===== config.mk =====
export PLATFORM = sky130hd
export DESIGN_NAME = mem_port_arbiter
export DESIGN_NICKNAME = d
export VERILOG_FILES = /design/src/rtl/arb_pkg.sv /design/src/rtl/arb_rsp_tracker.sv /design/src/rtl/mem_port_arbiter.sv
export SDC_FILE = /design/constraint.sdc
export NUM_CORES = 1
export LEC_CHECK = 0
export CAP_MARGIN = 20
export CORE_AREA = 2 2 104 106
export DETAILED_ROUTE_END_ITERATION = 10
export DIE_AREA = 0 0 106 108
export SYNTH_ARGS = -nofsm -noshare
export SYNTH_HDL_FRONTEND = slang
export SYNTH_SLANG_ARGS = --single-unit

===== constraint.sdc =====
create_clock -name clk -period 1.7 [get_ports clk]
set_input_delay 0.255 -clock clk [delete_from_list [all_inputs] [get_ports clk]]
set_output_delay 0.255 -clock clk [all_outputs]
set_load 0.01 [all_outputs]

===== src/rtl/arb_pkg.sv =====
// Shared types for the instruction/data memory port arbiter.
package arb_pkg;

  typedef enum logic [1:0] {
    OWN_NONE = 2'd0,
    OWN_IF   = 2'd1,
    OWN_DM   = 2'd2
  } owner_t;

  localparam int STREAK_W = 4;
  localparam logic [STREAK_W-1:0] STREAK_MAX = '1;

endpackage


===== src/rtl/arb_rsp_tracker.sv =====
// Owner tag for the single in-flight memory access and steering of the
// returning read data to the requester that was granted the previous cycle.
module arb_rsp_tracker
  import arb_pkg::*;
#(
  parameter int DW = 32
) (
  input  logic          clk,
  input  logic          rst,
  input  logic          if_gnt,
  input  logic          dm_gnt,
  input  logic          dm_we,
  input  logic [DW-1:0] mem_rdata,
  output logic          if_valid,
  output logic [DW-1:0] if_rdata,
  output logic          dm_valid,
  output logic [DW-1:0] dm_rdata
);

  owner_t owner_reg, owner_next;
  logic   store_reg, store_next;
  logic   if_sel, dm_sel, dm_load_sel;

  always_comb begin
    owner_next = OWN_NONE;
    store_next = 1'b0;
    if (if_gnt) begin
      owner_next = OWN_IF;
    end else if (dm_gnt) begin
      owner_next = OWN_DM;
      store_next = dm_we;
    end
  end

  always_ff @(posedge clk) begin
    if (rst) begin
      owner_reg <= OWN_NONE;
      store_reg <= 1'b0;
    end else begin
      owner_reg <= owner_next;
      store_reg <= store_next;
    end
  end

  // Gating with rst drops a response that was in flight when reset arrived.
  assign if_sel      = (owner_reg == OWN_IF) & ~rst;
  assign dm_sel      = (owner_reg == OWN_DM) & ~rst;
  assign dm_load_sel = dm_sel & ~store_reg;

  assign if_valid = if_sel;
  assign dm_valid = dm_sel;

  for (genvar gi = 0; gi < DW; gi++) begin : g_rdata
    assign if_rdata[gi] = mem_rdata[gi] & if_sel;
    assign dm_rdata[gi] = mem_rdata[gi] & dm_load_sel;
  end

endmodule


===== src/rtl/mem_port_arbiter.sv =====
// Arbitrates the shared memory port between fetch and load/store, data first
// with a bounded streak. Optional perf counters behind ARB_PERF_CNT_EN.
module mem_port_arbiter
  import arb_pkg::*;
#(
  parameter int AW         = 32,
  parameter int DW         = 32,
  parameter int STARVE_LIM = 3
) (
  input  logic          clk,
  input  logic          rst,
  input  logic          if_req,
  input  logic [AW-1:0] if_addr,
  output logic          if_gnt,
  output logic          if_valid,
  output logic [DW-1:0] if_rdata,
  input  logic          dm_req,
  input  logic          dm_we,
  input  logic [AW-1:0] dm_addr,
  input  logic [DW-1:0] dm_wdata,
  output logic          dm_gnt,
  output logic          dm_valid,
  output logic [DW-1:0] dm_rdata,
  output logic          mem_en,
  output logic          mem_we,
  output logic [AW-1:0] mem_addr,
  output logic [DW-1:0] mem_wdata,
  input  logic [DW-1:0] mem_rdata,
`ifdef ARB_PERF_CNT_EN
  output logic [31:0]   perf_stall_cnt,
  output logic [31:0]   perf_dm_cnt,
`endif
  output logic          pc_stall
);

  localparam logic [STREAK_W-1:0] LIM = STREAK_W'(STARVE_LIM);

  logic [STREAK_W-1:0] streak_reg, streak_next;

  always_comb begin
    dm_gnt = 1'b0;
    if_gnt = 1'b0;
    if (!rst) begin
      if (dm_req && (!if_req || streak_reg < LIM)) begin
        dm_gnt = 1'b1;
      end else if (if_req) begin
        if_gnt = 1'b1;
      end
    end
  end

  // Counts data grants taken while fetch is waiting; saturates rather than wraps.
  always_comb begin
    streak_next = streak_reg;
    if (if_gnt || !if_req) begin
      streak_next = '0;
    end else if (dm_gnt && streak_reg != STREAK_MAX) begin
      streak_next = streak_reg + 1'b1;
    end
  end

  always_ff @(posedge clk) begin
    if (rst) begin
      streak_reg <= '0;
    end else begin
      streak_reg <= streak_next;
    end
  end

  assign mem_en    = if_gnt | dm_gnt;
  assign mem_we    = dm_gnt & dm_we;
  assign mem_addr  = dm_gnt ? dm_addr : (if_gnt ? if_addr : '0);
  assign mem_wdata = dm_gnt ? dm_wdata : '0;
  assign pc_stall  = if_req & ~if_gnt & ~rst;

  arb_rsp_tracker #(
    .DW(DW)
  ) u_rsp_tracker (
    .clk      (clk),
    .rst      (rst),
    .if_gnt   (if_gnt),
    .dm_gnt   (dm_gnt),
    .dm_we    (dm_we),
    .mem_rdata(mem_rdata),
    .if_valid (if_valid),
    .if_rdata (if_rdata),
    .dm_valid (dm_valid),
    .dm_rdata (dm_rdata)
  );

`ifdef ARB_PERF_CNT_EN
  logic [31:0] stall_cnt_reg, dm_cnt_reg;

  always_ff @(posedge clk) begin
    if (rst) begin
      stall_cnt_reg <= '0;
      dm_cnt_reg    <= '0;
    end else begin
      if (pc_stall) stall_cnt_reg <= stall_cnt_reg + 32'd1;
      if (dm_gnt)   dm_cnt_reg    <= dm_cnt_reg + 32'd1;
    end
  end

  assign perf_stall_cnt = rst ? '0 : stall_cnt_reg;
  assign perf_dm_cnt    = rst ? '0 : dm_cnt_reg;
`endif

endmodule


==> results.txt, run 1 <==
fresh numbers from the pnr run: via/cell ratio=4.42, core footprint=~10000 sq um, yosys synthesis chip area=about 1800 sq um, Final #Nets=around 690, Worst Setup Start Kind=flip-flop, die extent in y=108 microns, Final min period=between 1500 and 2000 ps, IO Port Bufs=about 270, max reg flops=4, FF-to-FF Start=streak_reg[0], sw frac=0.323, XOR-XNOR Cells, Area Fraction=0, peak supply drop=roughly 0.25 mV, GRT Overall Usage=0.177, crit path kind=reg -> out, Post-Route Utilization=0.550, flop2flop setup slack=200 ps, status=complete, but fails checks, clock group share of total power=0.143, Pre-Place Util=0.177, die area=between 10000 and 15000 sq um, PwrDens=around 280 nW/um^2, CP delay by family, top=buffers and inverters, post-synthesis instance total=about 250, DRC=0, CTS H-tree depth=1, FMAX=around 0.52 GHz, drt first-iter violations=115, initial antenna violation count=0, clk root buf=clkbuf_8, min-delay worst type=reg -> reg, FP Rows=37, synthesized cell area=between 1500 and 2000 sq um, Die Width=roughly 110 microns, ys flops=7, yosys cell count=roughly 250, Metal-1 WL=between 4000 and 5000 microns, layout cell share with drive strength beyond 1=0.522, Largest type area fraction=0.228, post-route ant nets=0, Routed WL=12000 microns, Multiplexer share=0, R2R Path End=u_rsp_tracker.store_reg, Routed WL per cell=roughly 17 microns, Comb pwr share=0.742, CTS sink cnt=7, asr flop ratio synth=0, critical-path cell list=ha_4, buf_6, o31ai_4, buf_6, buf_12, and3_4, buf_6, PnR worst setup slack=-230 ps, final hold slack=603 ps, GPL Wtd Cong=around 0.73, period utilization=1.14, Max-Cap Viols=0, DR vias=just over 3000, Req. time, crit path=1440 ps, Synth Seq Share=0.0772, count leader, synth=and2_1, failing checks=setup timing, grt total ovfl=0, Tool Warnings=28, Leakage=between 0.002 and 0.003 uW, Synth area leader=and2_1, Final HPWL DP=around 7700 microns, skew final=around 0.3 ps, Setup Viol. Count Final=around 78, CP arrival=about 1700 ps, first-pass GRT wire length=between 15000 and 20000 microns, Pre-antenna DRT Iters=4, Switch Pwr=between 500 and 600 uW, final max-slew violation count=0, Syn Area/Cell=around 7.2 sq um, crit-path most repeated cell=buf_6, CTS max path bufs=2, Basic Gates by Area=0.551, internal power=roughly 1100 uW, vias in the first global route=between 2000 and 3000, YS warnings=0, depth of the worst register-to-register path=7, biggest area cells=and2_1, nand3b_1, o32ai_1, Max Used Layer=met4, Late-Pin Clk Latency=about 220 ps, Layout area overhead=210%, n_diodes=0, CP max-delay cell=dfxtp_2, Fin. Hold Viols=0
-- run 1: how the worst max path moves through the flow --
stage,startpoint,end,slack [ps]
after floorplan,streak_reg[0],mem_addr[3],170
after global placement,streak_reg[0],mem_wdata[20],-690
after detailed placement,streak_reg[0],mem_wdata[27],-700
after CTS,streak_reg[0],mem_addr[17],-270
after global routing,streak_reg[0],mem_wdata[26],-280
final,streak_reg[0],mem_wdata[26],-230
-- run 1: cell usage in the layout, fill, tap and decap left out, drive strengths merged, types with 2 or more instances in the layout --
cell | netlist | final
inv | 32 | 32
conb | 1 | 2
nor4b | 2 | 2
and3 | 35 | 35
o31ai | 1 | 2
clkdlybuf4s50 | 0 | 129
nor3b | 2 | 2
and2 | 66 | 66
clkbuf | 16 | 23
nand3b | 32 | 32
nor2 | 4 | 4
dfxtp | 7 | 7
o32ai | 32 | 32
buf | 15 | 169
dlygate4sd2 | 0 | 5
-- run 1: repair_timing --
action,4_1_cts,5_1_grt
setup buffers,17,5
resized,550,158
gates cloned,11,7
endpoints found under the setup margin,135,106
pin swaps,11,35
-- run 1: power by group through the flow --
stage	sequential [uW]	combinational, uW	clock [uW]
after global placement	180	904	0
after floorplan	181	306	0
after detailed placement	180	907	0
after global routing	183	1230	247
after CTS	181	980	232
final	182	1160	224
-- run 1: layout make-up --
type	instances	area, sq um
clock buffer	4	45.0
sequential	7	151
tap	136	170
fill	948	4600
timing repair buffer	323	3200
multi-input combinational	184	1940
inverter	32	120
-- run 1: logic make-up after synthesis --
| family | Yosys count |
|---|---|
| compound gates | 34 |
| fa+ha+maj | 1 |
| buf+inv | 63 |
| flops | 7 |
| other cells | 1 |
| simple gates | 146 |
-- run 1: routing by layer --
metal  track usage  vias to the layer above
met5             0                        -
met4        0.0273                        0
met3        0.0344                       12
met2         0.331                      131
met1         0.213                     1407
li1              -                     1479
-- run 1: worst reg2reg max path, cell delays in order, from the launching register on --
cell     delay, ps
dfxtp_2        330
ha_4           160
buf_6          120
o31ai_4        300
buf_6          160
buf_4          100
buf_4          100
and3_1         160
-- run 1: stage by stage --
| stage | cell area [sq um] | setup slack [ps] | setup TNS [ps] | instances | total power, uW |
|---|---|---|---|---|---|
| floorplan | 1820 | 168 | 0 | 253 | 488 |
| global placement | 4710 | -685 | -78430 | 645 | 1080 |
| detailed placement | 4710 | -697 | -78630 | 645 | 1090 |
| CTS | 4910 | -266 | -12320 | 677 | 1390 |
| global route | 5630 | -282 | -16180 | 686 | 1660 |
| finish | 5630 | -230 | -11950 | 686 | 1570 |
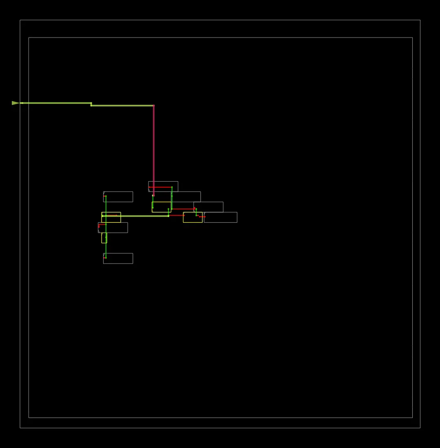
Figure 1: run 1, clock nets.
P_clk: 224 uW
Num CTS Buffers: 3

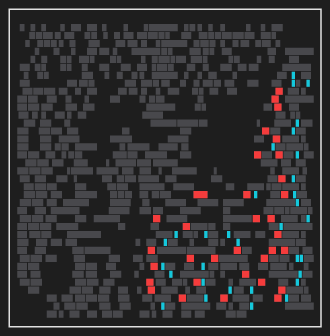
Figure 2: run 1, logic cells by family.
Key: inverters = cyan [cells 32, most used inv_1]; NAND gates = red [cells 33, most used nand3b_1]

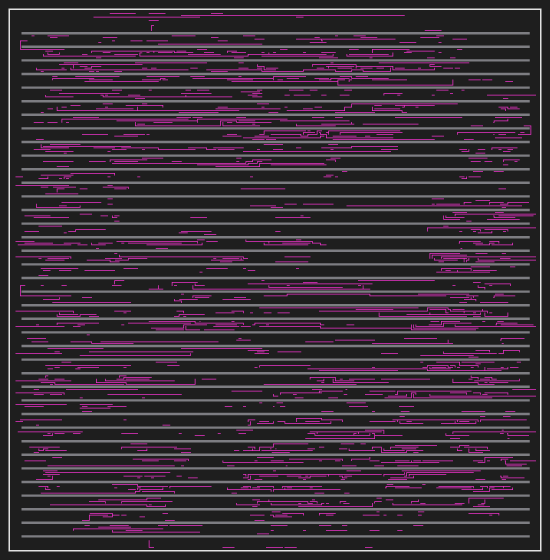
Figure 3: run 1, metal 1.
Supply wires on this layer in gray.
The wires run mostly horizontal. The layer holds 40% of the routed length. The layer carries 4740 microns of wire. The longest straight run is 44.6 microns.

Figure 4. PDN straps and rails (run 1).
Pins as bars on the die edge.
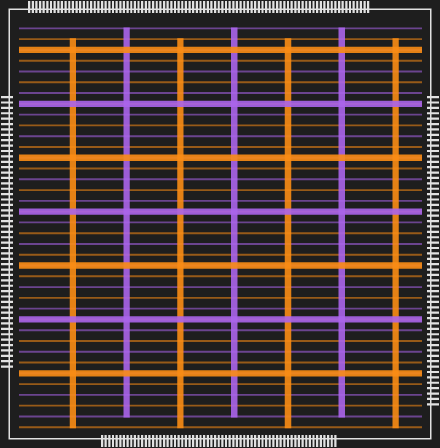

==> run 2: changes to the inputs <==
Settings changed: CORE_AREA 2 2 104 106 to 2 2 103 105, DIE_AREA 0 0 106 108 to 0 0 105 107.
Clock period 1.7 ns to 2.5 ns, I/O delays scaled along.
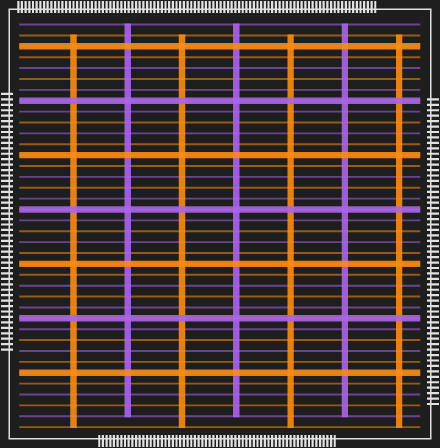
Figure 5: run 2, PDN straps and rails.
Pins as bars on the die edge.
Key: VSS = orange; VDD = purple
268 signal pins sit on the boundary. The core has 37 rows.

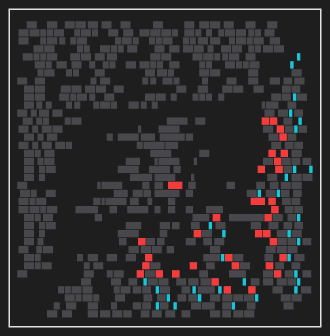
Figure 6: run 2, logic cells by family.
Key: NAND gates = red [cells 34, most used nand3b_1]; inverters = cyan [cells 32, most used inv_1]

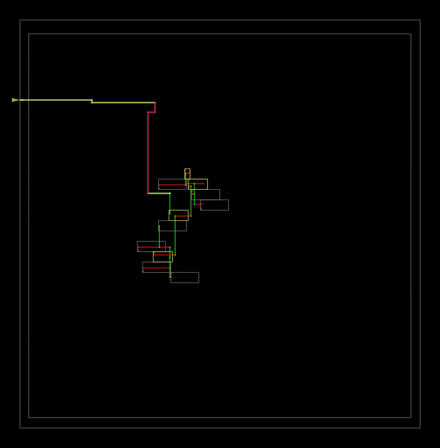
Figure 7: run 2, clock nets.
Clock buffer cells: 4
skew final: 0.211 ps
FFs & Latches: 7
P_clk: 154 uW
CTS sink cnt: 7

==> results.txt, run 2 <==
fresh numbers from the pnr run: Largest type area fraction=0.228, Setup Viol. Count Final=0, FMAX=a little over 0.4 GHz, period utilization=0.972, final max-slew violation count=0, synthesized cell area=around 1800 sq um, FF-to-FF Start=streak_reg[0], Tool Warnings=26, fin area=4780 sq um, post-route ant nets=0, FF/Latch Area=140 sq um, Leakage=roughly 0.0021 uW, Pre-Place Util=0.180, status=complete, no violations, Final min period=between 2000 and 2500 ps, GPL Wtd Cong=0.816, Die Width=around 110 microns, Fillers=slightly above 1000, Layout area overhead=164%, DR vias=2810, CP arrival=2050 ps, Final HPWL DP=around 8000 microns, vias in the first global route=around 2800, Max-Cap Viols=0, ys flops=7, clk root buf=clkbuf_8, Syn Area/Cell=about 7 sq um, Synth area leader=and2_1, DRC=0, crit path kind=in -> out, max reg flops=4, PwrDens=roughly 180 nW/um^2, logic area=between 1000 and 1500 sq um, depth of the worst register-to-register path=5, FP Rows=37, final hold slack=594 ps
==> run 2: cell counts after synthesis <==
Identical to the previous run, type by type.
==> run 2: area by class of cell <==
type | instances | area share
inverter | 32 | 0.0251
timing repair buffer | 289 | 0.607
clock buffer | 4 | 0.00942
multi-input combinational | 185 | 0.294
tap | 136 | 0.0356
sequential | 7 | 0.0293
==> run 2: what timing repair did <==
action                                  4_1_cts  5_1_grt
buffers inserted                              6        0
gates resized                                36        2
endpoints found under the setup margin      130        2
pin swaps                                     3        0
gates cloned                                  3        0
endpoints found under the hold margin         0        0
==> run 2: critical path: stages <==
cell and delay (ps):
clkdlybuf4s50_1 550, and2b_1 230, buf_12 170, and3_1 180
clkdlybuf4s50_1 540
==> run 2: where the power goes <==
part	internal (uW)	total (uW)	switching [uW]
clock	110	154	43.7
sequential	117	123	6.54
combinational	386	600	214
==> run 2: layer usage <==
metal	vias to the layer above	wire length [microns]	GRT usage
met5	-	0	0
met4	0	156	0.0381
met3	12	707	0.0426
met2	120	5130	0.316
met1	1267	4030	0.182
li1	1411	-	-
==> run 2: worst max-delay path by stage <==
stage / from / endpoint / cells past startpoint
after global routing: dm_req / mem_wdata[0] / 5
after floorplan: rst / mem_addr[3] / 5
final: dm_req / mem_wdata[0] / 5
after global placement: rst / mem_addr[6] / 4
after CTS: dm_req / mem_addr[7] / 6
after detailed placement: rst / mem_addr[26] / 4
==> run 2: stage by stage <==
| stage | std cells | util |
|---|---|---|
| 2_1_floorplan | 253 | - |
| 3_3_place_gp | 640 | 0.460 |
| 3_5_place_dp | 640 | 0.460 |
| 4_1_cts | 653 | 0.473 |
| 5_1_grt | 653 | 0.474 |
| 6_report | 653 | 0.474 |
==> run 2: cell families after synthesis <==
family / after synthesis / share of synthesized area
other: 1 / 0.00207
adders and majority gates: 1 / 0.00690
buffers and inverters: 63 / 0.171
DFF: 7 / 0.0772
AOI/OAI and AO/OA: 34 / 0.192
and+or+nand+nor: 146 / 0.551
Figure 8. Where the registers sit (run 2).
Other sequential cells in the stronger gray, the rest of the logic in the fainter gray.
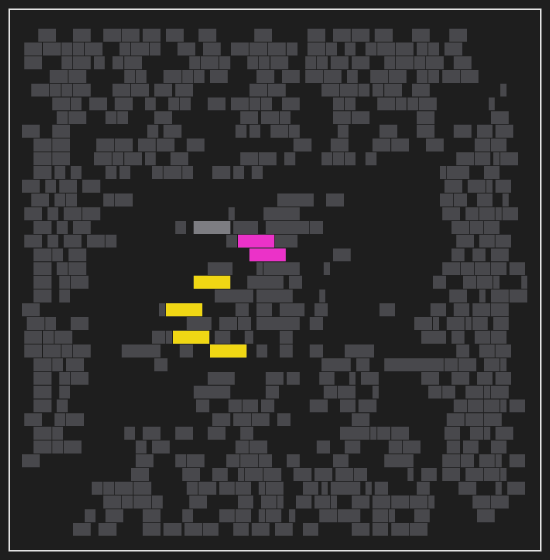

==> run 3: changes to the inputs <==
--- a/config.mk
+++ b/config.mk
@@ -11,4 +11,6 @@
 export DIE_AREA = 0 0 105 107
+export HOLD_SLACK_MARGIN = 0.12
 export SYNTH_ARGS = -nofsm -noshare
 export SYNTH_HDL_FRONTEND = slang
+export SYNTH_HIERARCHICAL = 1
 export SYNTH_SLANG_ARGS = --single-unit
--- a/constraint.sdc
+++ b/constraint.sdc
@@ -3,2 +3,2 @@
 set_output_delay 0.375 -clock clk [all_outputs]
-set_load 0.01 [all_outputs]
+set_load 0.1 [all_outputs]
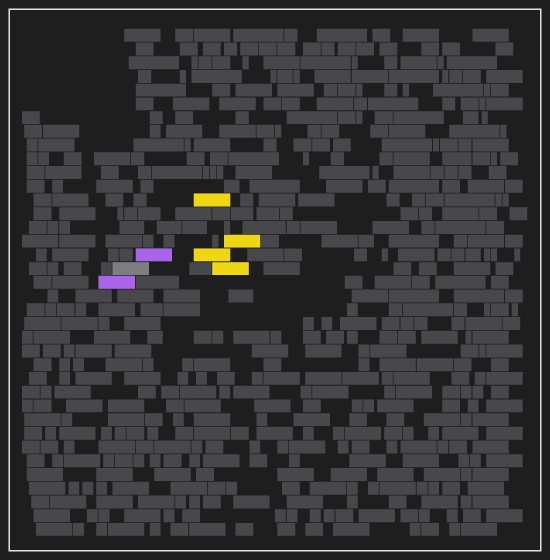
Figure 9: run 3, where the registers sit.
Other sequential cells in the stronger gray, the rest of the logic in the fainter gray.
Key: u_rsp_tracker/owner_reg = purple [placed flops 2]; streak_reg = yellow [placed flops 4, where center]

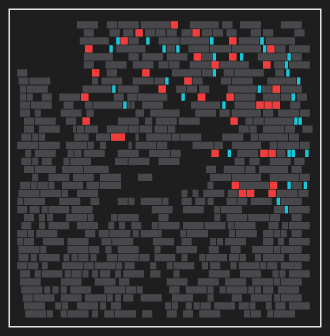
Figure 10: run 3, logic cells by family.
Key: inverters = cyan [cells 32, most used inv_1]; NAND gates = red [cells 33, most used nand3b_1]

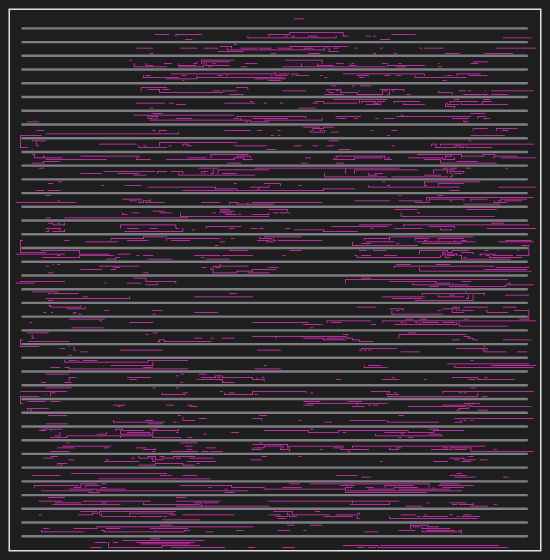
Figure 11: run 3, metal 1.
Supply wires on this layer in gray.
The layer carries 4120 microns of wire. The layer holds 35% of the routed length. 511 nets have wire on it. The longest straight run is 32.2 microns. The wires run mostly horizontal.

==> results.txt, run 3 <==
fresh numbers from the pnr run: first-pass GRT wire length=18100 microns, Final #Nets=around 650, Synth area leader=and2_1, IO Port Bufs=approximately 270, CTS H-tree depth=1, Syn Area/Cell=approximately 7 sq um, CTS max path bufs=2, Pre-Place Util=0.171, logic area=~1900 sq um, Late-Pin Clk Latency=roughly 230 ps, yosys cell count=between 200 and 250, PnR worst setup slack=about 150 ps, via/cell ratio=approximately 4.4, synthesized cell area=1720 sq um, Fin. Hold Viols=0, Final HPWL DP=9990 microns, Layout area overhead=286%, CP arrival=1980 ps, GRT Overall Usage=0.204, Worst Setup SP=rst, vias in the first global route=~3100, FF/Latch Area=between 100 and 150 sq um, Setup Viol. Count Final=0, count leader, synth=and2_1, R2R Path End=u_rsp_tracker/store_reg, Synth Seq Share=0.0814, final hold slack=450 ps, die area=11200 sq um, Final min period=2350 ps, Fillers=approximately 800, Tool Warnings=27, skew final=approximately 1.4 ps, crit path kind=in -> out, post-CTS setup buffers=0, dpl ws=approximately 140 ps, max reg flops=4, drt first-iter violations=~100, asr flop ratio synth=0, Largest type area fraction=0.236, DRC=0, flop2flop setup slack=just under 800 ps, Post-Route Utilization=0.658, depth of the worst register-to-register path=6, Pre-antenna DRT Iters=4, die extent in y=107 microns, dominant logic cell types in the final layout=buf_12, clkdlybuf4s50_1, and2_1, CTS sink cnt=7, FF-to-FF Start=streak_reg[0], yosys synthesis chip area=~1700 sq um, Leakage=between 0.002 and 0.003 uW, YS warnings=6, FMAX=around 0.43 GHz, Pwr Total=about 1600 uW, Routed WL per cell=~18 microns, Die Width=around 110 microns, biggest area cells=and2_1, o32ai_1, nand3b_1, crit path to=dm_rdata[18], PwrDens=between 200 and 250 nW/um^2, period utilization=0.941, Top cell excl fill/tap=buf_12, post-synthesis instance total=~250, n_diodes=0, final max-slew violation count=0, post-route ant nets=0, Req. time, crit path=between 2000 and 2500 ps, placed inst area=~6600 sq um, clk root buf=clkbuf_8, status=complete, no violations
run 3: netlist changes by cell type in the layout (fill, tap and decap cells not counted), sizes merged, moves of 2 or more:
| cell | previous run | this run |
|---|---|---|
| nor3b | 2 | 4 |
| nor2b | 0 | 2 |
| dlymetal6s2s | 2 | 0 |
| and3b | 0 | 2 |
| buf | 21 | 156 |
| and3 | 35 | 33 |
| dlygate4sd2 | 33 | 0 |
| clkdlybuf4s50 | 232 | 132 |
run 3: critical path, stage by stage:
cell             delay (ps)
clkdlybuf4s50_1         470
buf_4                   200
nor4b_4                 320
buf_12                  210
and2_1                  200
buf_12                  190
run 3: through the flow:
step,std cells,setup TNS (ps)
6_report,649,0
5_1_grt,649,0
4_1_cts,649,0
3_5_place_dp,645,0
3_3_place_gp,645,0
2_1_floorplan,250,-4070
run 3: logic make-up (layout without fill, tap and decap cells):
kind of cell             count (synthesis)  in the layout  share of synthesized area
other                                    1              2                    0.00218
AND-OR/OR-AND                           34             34                      0.175
AND/OR/NAND/NOR                        145            145                      0.580
flip-flops                               7              7                     0.0814
adder cells (fa/ha/maj)                  1              1                    0.00727
buffers and inverters                   61            324                      0.154
run 3: layout make-up:
type / count / share of cell area
clock buffers: 4 / 0.00678
well taps: 136 / 0.0256
flip-flops and latches: 7 / 0.0211
repair buffers: 288 / 0.650
inverters: 32 / 0.0181
multi-input cells: 182 / 0.278
run 3: power breakdown:
part | internal [uW] | total (uW) | switching [uW]
combinational | 580 | 1350 | 771
sequential | 116 | 120 | 4.27
clock | 110 | 158 | 47.4
total | 806 | 1630 | 822
run 3: worst min path at each step:
stage / to / cells past startpoint
after floorplan: streak_reg[0] / 1
after global placement: streak_reg[0] / 1
after detailed placement: streak_reg[0] / 1
after CTS: streak_reg[0] / 1
after global routing: streak_reg[0] / 1
final: streak_reg[0] / 1
run 3: routing by layer:
metal,vias up,track usage,wire (microns)
li1,1399,-,-
met1,1319,0.211,4120
met2,143,0.405,6470
met3,10,0.0663,939
met4,0,0.0286,128
met5,-,0,0
No activity file was given, so power comes from the tool's default toggle rates.
